Figure 1. Clock distribution.
Drawn at 4 px/um.
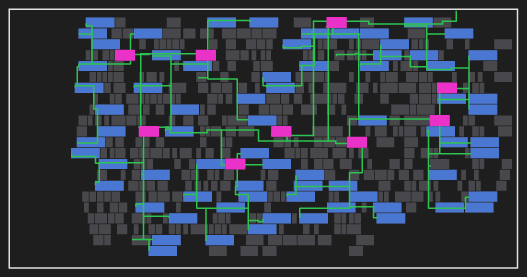
Figure 2. Selected gate families.
Drawn at 4 px/um.
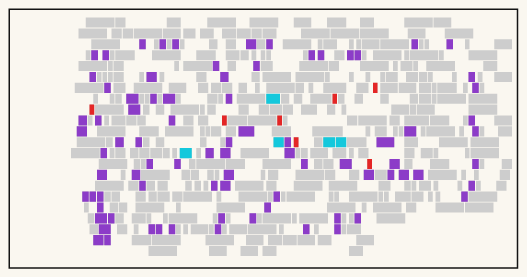
Figure 3. Port wiring.
Drawn at 4 px/um.
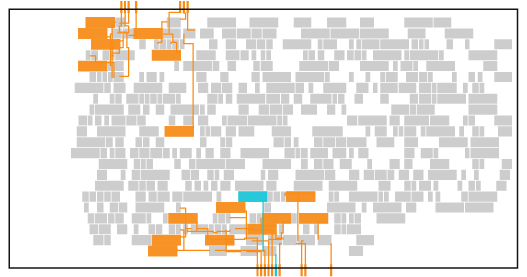
Figure 4. Routed metal per tile.
Drawn at 4 px/um. The die is cut into 25 by 13 equal tiles; white is low, dark blue is high, scaled to the fullest tile. Values are wire area over tile area, all layers added.
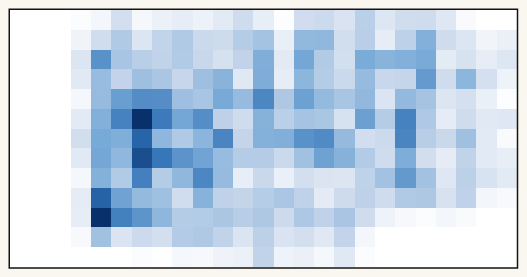
**src/rtl/trig_pkg.sv**
```systemverilog
// ============================================================================
// trig_pkg : shared types and constants for the trigger capture block
// Rev 1.0  : initial release
// ============================================================================
`default_nettype none

package trig_pkg;

   localparam int CNT_W_DEF    = 16;
   localparam int FILT_LEN_DEF = 4;

   // Saturation ceiling at the default counter width.
   localparam logic [CNT_W_DEF-1:0] CNT_MAX = '1;

   typedef enum logic [1:0] {
      IDLE  = 2'd0,
      ARMED = 2'd1,
      HIGH  = 2'd2,
      LOW   = 2'd3
   } state_e;

endpackage

`default_nettype wire

```
**src/rtl/trigger_capture_if.sv**
```systemverilog
// ============================================================================
// trigger_capture_if : arm/ack control and result handshake of trigger_capture
// Rev 1.0            : initial release
// ============================================================================
`default_nettype none

interface trigger_capture_if #(
   parameter int CNT_W = trig_pkg::CNT_W_DEF
);
   logic             Arm;
   logic             Ack;
   logic [CNT_W-1:0] Width_Out;
   logic [CNT_W-1:0] Period_Out;
   logic             Valid;
   logic             Overrun;
   logic             Busy;

   // master = consumer (drives Arm/Ack), slave = trigger_capture
   modport master (
      output Arm, Ack,
      input  Width_Out, Period_Out, Valid, Overrun, Busy
   );

   modport slave (
      input  Arm, Ack,
      output Width_Out, Period_Out, Valid, Overrun, Busy
   );
endinterface

`default_nettype wire

```
**src/rtl/trig_sync_edge.sv**
```systemverilog
// ============================================================================
// trig_sync_edge : 2-flop synchronizer, optional glitch filter (macro
//                  TRIG_GLITCH_FILTER_EN) and rise/fall pulse generation
// Rev 1.0        : initial release
// ============================================================================
`default_nettype none

module trig_sync_edge #(
   parameter int FILT_LEN = trig_pkg::FILT_LEN_DEF
) (
   input  logic clk,
   input  logic rst,
   input  logic sig_in,
   output logic rise,
   output logic fall
);

   if (FILT_LEN < 1) begin : g_filt_len_check
      $error("trig_sync_edge: FILT_LEN must be at least 1");
   end

   logic s1_q, s1_d;
   logic s2_q, s2_d;
   logic s3_q, s3_d;
   logic level;

`ifdef TRIG_GLITCH_FILTER_EN
   localparam int FC_W = $clog2(FILT_LEN + 1);

   logic            filt_q, filt_d;
   logic [FC_W-1:0] fcnt_q, fcnt_d;

   // fcnt counts consecutive samples disagreeing with the filtered level;
   // the FILT_LEN-th such sample flips it.
   always_comb begin
      filt_d = filt_q;
      fcnt_d = '0;
      if (s2_q != filt_q) begin
         if (fcnt_q == FC_W'(FILT_LEN - 1)) begin
            filt_d = s2_q;
         end else begin
            fcnt_d = fcnt_q + 1'b1;
         end
      end
   end

   always_ff @(posedge clk) begin
      if (rst) begin
         filt_q <= 1'b0;
         fcnt_q <= '0;
      end else begin
         filt_q <= filt_d;
         fcnt_q <= fcnt_d;
      end
   end

   assign level = filt_q;
`else
   assign level = s2_q;
`endif

   always_comb begin
      s1_d = sig_in;
      s2_d = s1_q;
      s3_d = level;
   end

   always_ff @(posedge clk) begin
      if (rst) begin
         s1_q <= 1'b0;
         s2_q <= 1'b0;
         s3_q <= 1'b0;
      end else begin
         s1_q <= s1_d;
         s2_q <= s2_d;
         s3_q <= s3_d;
      end
   end

   assign rise = level & ~s3_q;
   assign fall = ~level & s3_q;

endmodule

`default_nettype wire

```
**src/rtl/trigger_capture.sv**
```systemverilog
// ============================================================================
// trigger_capture : measures pulse width and period of an async trigger line
//                   and hands results over with Valid/Ack. Optional glitch
//                   filter enabled by macro TRIG_GLITCH_FILTER_EN.
// Rev 1.0         : initial release
// ============================================================================
`default_nettype none

module trigger_capture
   import trig_pkg::*;
#(
   parameter int CNT_W    = CNT_W_DEF,
   parameter int FILT_LEN = FILT_LEN_DEF
) (
   input  logic              Clk,
   input  logic              Reset,
   input  logic              Sig_In,
   trigger_capture_if.slave  bus
);

   localparam logic [CNT_W-1:0] SAT_MAX = '1;
   localparam logic [CNT_W-1:0] CNT_ONE = CNT_W'(1);

   function automatic logic [CNT_W-1:0] sat_inc(input logic [CNT_W-1:0] v);
      return (v == SAT_MAX) ? v : v + 1'b1;
   endfunction

   logic rise, fall;

   trig_sync_edge #(
      .FILT_LEN (FILT_LEN)
   ) u_sync (
      .clk    (Clk),
      .rst    (Reset),
      .sig_in (Sig_In),
      .rise   (rise),
      .fall   (fall)
   );

   state_e           state_q, state_d;
   logic [CNT_W-1:0] wcnt_q, wcnt_d;
   logic [CNT_W-1:0] pcnt_q, pcnt_d;
   logic [CNT_W-1:0] width_q, width_d;
   logic [CNT_W-1:0] period_q, period_d;
   logic             valid_q, valid_d;
   logic             overrun_q, overrun_d;
   logic             busy_q, busy_d;
   logic             publish;

   // Measurement FSM and counters
   always_comb begin
      state_d = state_q;
      wcnt_d  = wcnt_q;
      pcnt_d  = pcnt_q;
      publish = 1'b0;

      unique case (state_q)
         IDLE: begin
            wcnt_d = '0;
            pcnt_d = '0;
            if (bus.Arm) state_d = ARMED;
         end
         ARMED: begin
            if (rise) begin
               state_d = HIGH;
               wcnt_d  = CNT_ONE;
               pcnt_d  = CNT_ONE;
            end
         end
         HIGH: begin
            pcnt_d = sat_inc(pcnt_q);
            if (fall) state_d = LOW;
            else      wcnt_d  = sat_inc(wcnt_q);
         end
         LOW: begin
            if (rise) begin
               publish = 1'b1;
               state_d = HIGH;
               wcnt_d  = CNT_ONE;
               pcnt_d  = CNT_ONE;
            end else begin
               pcnt_d = sat_inc(pcnt_q);
            end
         end
         default: state_d = IDLE;
      endcase

      // Disarming wins over everything, including a pending publish.
      if (!bus.Arm) begin
         state_d = IDLE;
         wcnt_d  = '0;
         pcnt_d  = '0;
         publish = 1'b0;
      end
   end

   // Result handshake
   always_comb begin
      width_d   = width_q;
      period_d  = period_q;
      valid_d   = valid_q;
      overrun_d = overrun_q;
      busy_d    = (state_d != IDLE);

      if (publish) begin
         if (!valid_q || bus.Ack) begin
            width_d  = wcnt_q;
            period_d = pcnt_q;
            valid_d  = 1'b1;
            if (valid_q) overrun_d = 1'b0;
         end else begin
            overrun_d = 1'b1;
         end
      end else if (bus.Ack && valid_q) begin
         valid_d   = 1'b0;
         overrun_d = 1'b0;
      end
   end

   always_ff @(posedge Clk) begin
      if (Reset) begin
         state_q   <= IDLE;
         wcnt_q    <= '0;
         pcnt_q    <= '0;
         width_q   <= '0;
         period_q  <= '0;
         valid_q   <= 1'b0;
         overrun_q <= 1'b0;
         busy_q    <= 1'b0;
      end else begin
         state_q   <= state_d;
         wcnt_q    <= wcnt_d;
         pcnt_q    <= pcnt_d;
         width_q   <= width_d;
         period_q  <= period_d;
         valid_q   <= valid_d;
         overrun_q <= overrun_d;
         busy_q    <= busy_d;
      end
   end

   assign bus.Width_Out  = width_q;
   assign bus.Period_Out = period_q;
   assign bus.Valid      = valid_q;
   assign bus.Overrun    = overrun_q;
   assign bus.Busy       = busy_q;

endmodule

`default_nettype wire
```
**src/flat_wrapper.sv**
```systemverilog
// flat-port wrapper written by rule: the top's interface ports become plain ports
module trigger_capture_flat import trig_pkg::*;
#(
   parameter int CNT_W    = CNT_W_DEF,
   parameter int FILT_LEN = FILT_LEN_DEF
)
  (Clk, Reset, Sig_In, bus_Arm, bus_Ack, bus_Width_Out, bus_Period_Out, bus_Valid, bus_Overrun, bus_Busy);
  trigger_capture_if #(.CNT_W(CNT_W)) bus_i ();
  input  logic Clk;
  input  logic Reset;
  input  logic Sig_In;
  input wire logic [$bits(bus_i.Arm)-1:0] bus_Arm;
  input wire logic [$bits(bus_i.Ack)-1:0] bus_Ack;
  output wire logic [$bits(bus_i.Width_Out)-1:0] bus_Width_Out;
  output wire logic [$bits(bus_i.Period_Out)-1:0] bus_Period_Out;
  output wire logic [$bits(bus_i.Valid)-1:0] bus_Valid;
  output wire logic [$bits(bus_i.Overrun)-1:0] bus_Overrun;
  output wire logic [$bits(bus_i.Busy)-1:0] bus_Busy;
  assign bus_i.Arm = bus_Arm;
  assign bus_i.Ack = bus_Ack;
  assign bus_Width_Out = bus_i.Width_Out;
  assign bus_Period_Out = bus_i.Period_Out;
  assign bus_Valid = bus_i.Valid;
  assign bus_Overrun = bus_i.Overrun;
  assign bus_Busy = bus_i.Busy;
  trigger_capture #(.CNT_W(CNT_W), .FILT_LEN(FILT_LEN)) u_core (.Clk(Clk), .Reset(Reset), .Sig_In(Sig_In), .bus(bus_i));
endmodule
```
**config.mk**
```make
export PLATFORM = sky130hd
export DESIGN_NAME = trigger_capture_flat
export DESIGN_NICKNAME = d
export VERILOG_FILES = /design/src/rtl/trig_pkg.sv /design/src/rtl/trigger_capture_if.sv /design/src/rtl/trig_sync_edge.sv /design/src/rtl/trigger_capture.sv /design/src/flat_wrapper.sv
export SDC_FILE = /design/constraint.sdc
export NUM_CORES = 1
export LEC_CHECK = 0
export CAP_MARGIN = 10
export CORE_ASPECT_RATIO = 0.5
export CORE_UTILIZATION = 41
export CTS_BUF_LIST = sky130_fd_sc_hd__clkbuf_2 sky130_fd_sc_hd__clkbuf_4 sky130_fd_sc_hd__clkbuf_8
export DETAILED_ROUTE_END_ITERATION = 16
export PLACE_DENSITY = 0.64
export SLEW_MARGIN = 20
export SYNTH_ARGS = -nofsm -noshare
export SYNTH_HDL_FRONTEND = slang
export SYNTH_HIERARCHICAL = 1
export SYNTH_SLANG_ARGS = --single-unit
```
**constraint.sdc**
```tcl
create_clock -name Clk -period 1.9 [get_ports Clk]
set_input_delay 0.38 -clock Clk [delete_from_list [all_inputs] [get_ports Clk]]
set_output_delay 0.38 -clock Clk [all_outputs]
set_load 0.05 [all_outputs]
```
==> metrics.yaml <==
final_timing:
  max_slew.worst_pin.slew_ns: 0.548
  grt_setup_unrepaired: "no"
  setup_tns_ns: 0
  min_period_ns: 1.86
  setup-violations-final: 0
  postLayoutSetupSlackWorst_ns: 0.0435
  finalHoldViolCount: 0
layout:
  largest_class: "logic gates"
  num-nonclk-inverters: 7
  n_fill_cell: 695
  layout.buffer.nonclock.area_share: 0.158
  most-common-layout-cells: "sky130_fd_sc_hd__nand2_1, sky130_fd_sc_hd__dfxtp_1, sky130_fd_sc_hd__a21oi_1, sky130_fd_sc_hd__buf_4, sky130_fd_sc_hd__nor2_1"
  seq_share: 0.358
  register_area_um2: 1440
  ant_diodes: 0
  area.growth.synth_to_final_pct: 26.2
  final_nets: 446
  nClkBuffers: 15
  signal_buffers: 68
  design.seq.count: 72
power_and_ir_drop:
  cellInternalPower_w: 0.00215
  clockPowerShare: 0.409
  p_leak_nw: 1.64
  seq_power_share: 0.561
  power.density_nw_per_um2: 674
  vdd_drop_max_uv: 301
  switching_share_of_power: 0.207
  powerSeq_w: 0.00152
  dominant_power_group: "registers"
cts:
  h-tree-depth: 3
  cts_inserted_buffers: 9
  max-clock-path-buffers: 2
  clk_pin_slew_worst_paths_ns: 0.07
setup_path:
  start_kind: "flip-flop"
  worst_case_register_to_register_setup_slack_ns: 0.18
  max_incr_delay_on_cp_ns: 0.80
  timing.reg2reg.worst_path_depth: 6
  cell_at_the_slowest_stage_of_the_critical_path: "sky130_fd_sc_hd__clkdlybuf4s50_1"
  cp-end-kind: "output port"
  worst_setup_path_startpoint: "u_core/bus.Overrun"
  cp_max_fo: 2
  cp_cell_sequence: "clkdlybuf4s50_1"
  worst-path-stages: 1
  crit-reg2reg-capture: "u_core/pcnt_q[14]"
  cp_top_family: "buffers and inverters"
drt:
  first_pass_iteration_count_of_the_detailed_router: 4
  vias_per_cell: 5.27
  residual_antenna_violating_net_count_after_detailed_routing: 0
  detail_route.drc_violations: 0
  routedWlPerCell_um: 13.4
  dr_total_vias: 2841
global_routing:
  number_of_antenna_violations_at_the_first_check_in_global_routing: 0
  grt_resource_usage_total: 0.196
  overflow: 0
  grt_pass1_vias: 2756
place:
  numPlacedInstances: 524
  dp_hpwl_mm: 5.28
  preCtsSetupSlack_ns: -0.0102
die:
  core-area_um2: 7430
  die_area_um2: 8150
  die.size.x_um: 127
  num_tap_cells: 96
  die_height_um: 64.3
  boundaryPins: 40
  fp_util: 0.429
synthesis:
  mappedNetlistNets: 386
  yosys_area_um2: 3190
  synth_stat.cells: 379
  yosys_warnings: 6
  synth_top_area_share: 0.452
  most_common_cell: "sky130_fd_sc_hd__nand2_1"
  async_flop_share: 0
  area_of_the_mapped_netlist_um2: 3190
  ys_top_cells_by_count: "sky130_fd_sc_hd__nand2_1, sky130_fd_sc_hd__dfxtp_1, sky130_fd_sc_hd__a21oi_1"
  synth_cell_types: 59
status:
  run_status: "complete, no violations"
run:
  drv.max_cap_violation_count: 0
min_path:
  holdCritPathClass: "reg2reg"
  min_path_cells: 2
About Figure 1:
legend:
  magenta:
    item: clock-net drivers
    count: 9
  green:
    item: clock wires
    length: 863 um
  blue:
    item: flip-flops
    count: 72
flops lie: widely spread
clock tree skew after final layout: 0.00700 ns
power consumed by the clock network: 0.00111 W

About Figure 2:
legend:
  purple:
    family: aoi and oai cells
    cells: 82
    most_used: a21oi_1
    where: widely spread
  red:
    family: inv cells
    cells: 7
    most_used: inv_1
  cyan:
    family: non-inverting ao/oa cells
    cells: 5
    where: centre
leading cell type in the layout, fill and taps excluded: sky130_fd_sc_hd__nand2_1
fraction of area in multi-input gates: 0.402
fin cells: 539

About Figure 3:
legend:
  orange:
    port: bus_Period_Out
    direction: output
    edge: 9 bottom, 7 top
    end_cells: 16
    buffers: 16
    wire: 364 um
  cyan:
    port: bus_Busy
    direction: output
    edge: bottom
    end_cells: 1
    buffers: 1
    wire: 16.7 um

About Figure 4:
emptiest ninth of the die: lower right
densest ninth of the die: centre
mean over tiles: 0.14
fullest tile: 0.57
tiles over half the peak: 11%
nearly empty tiles: 20%

## metal layers
layer | global-route usage | wire length [um]
met5 | 0 | 0
met1 | 0.239 | 3500
met3 | 0.0570 | 274
met4 | 0.0714 | 98
met2 | 0.331 | 3370
## cells by family after synthesis
family / after synthesis / synth area share
mux: 2 / 0.00628
fa+ha+maj: 2 / 0.00785
buf+inv: 26 / 0.0408
flops: 72 / 0.452
compound gates: 87 / 0.167
simple gates: 178 / 0.293
xor+xnor: 12 / 0.0330
## metrics by stage
step	hold slack, ns	instance area (um^2)
global route	0.476	4020
floorplan	0.414	3190
global placement	0.443	3810
CTS	0.457	3990
detailed placement	0.448	3810
finish	0.453	4020
## timing repair
item                                    CTS  global route
resized                                   1            14
endpoints found under the setup margin    1            14
hold buffers                              0             0
setup buffers                             0             0
Power and IR drop assume default switching activity.
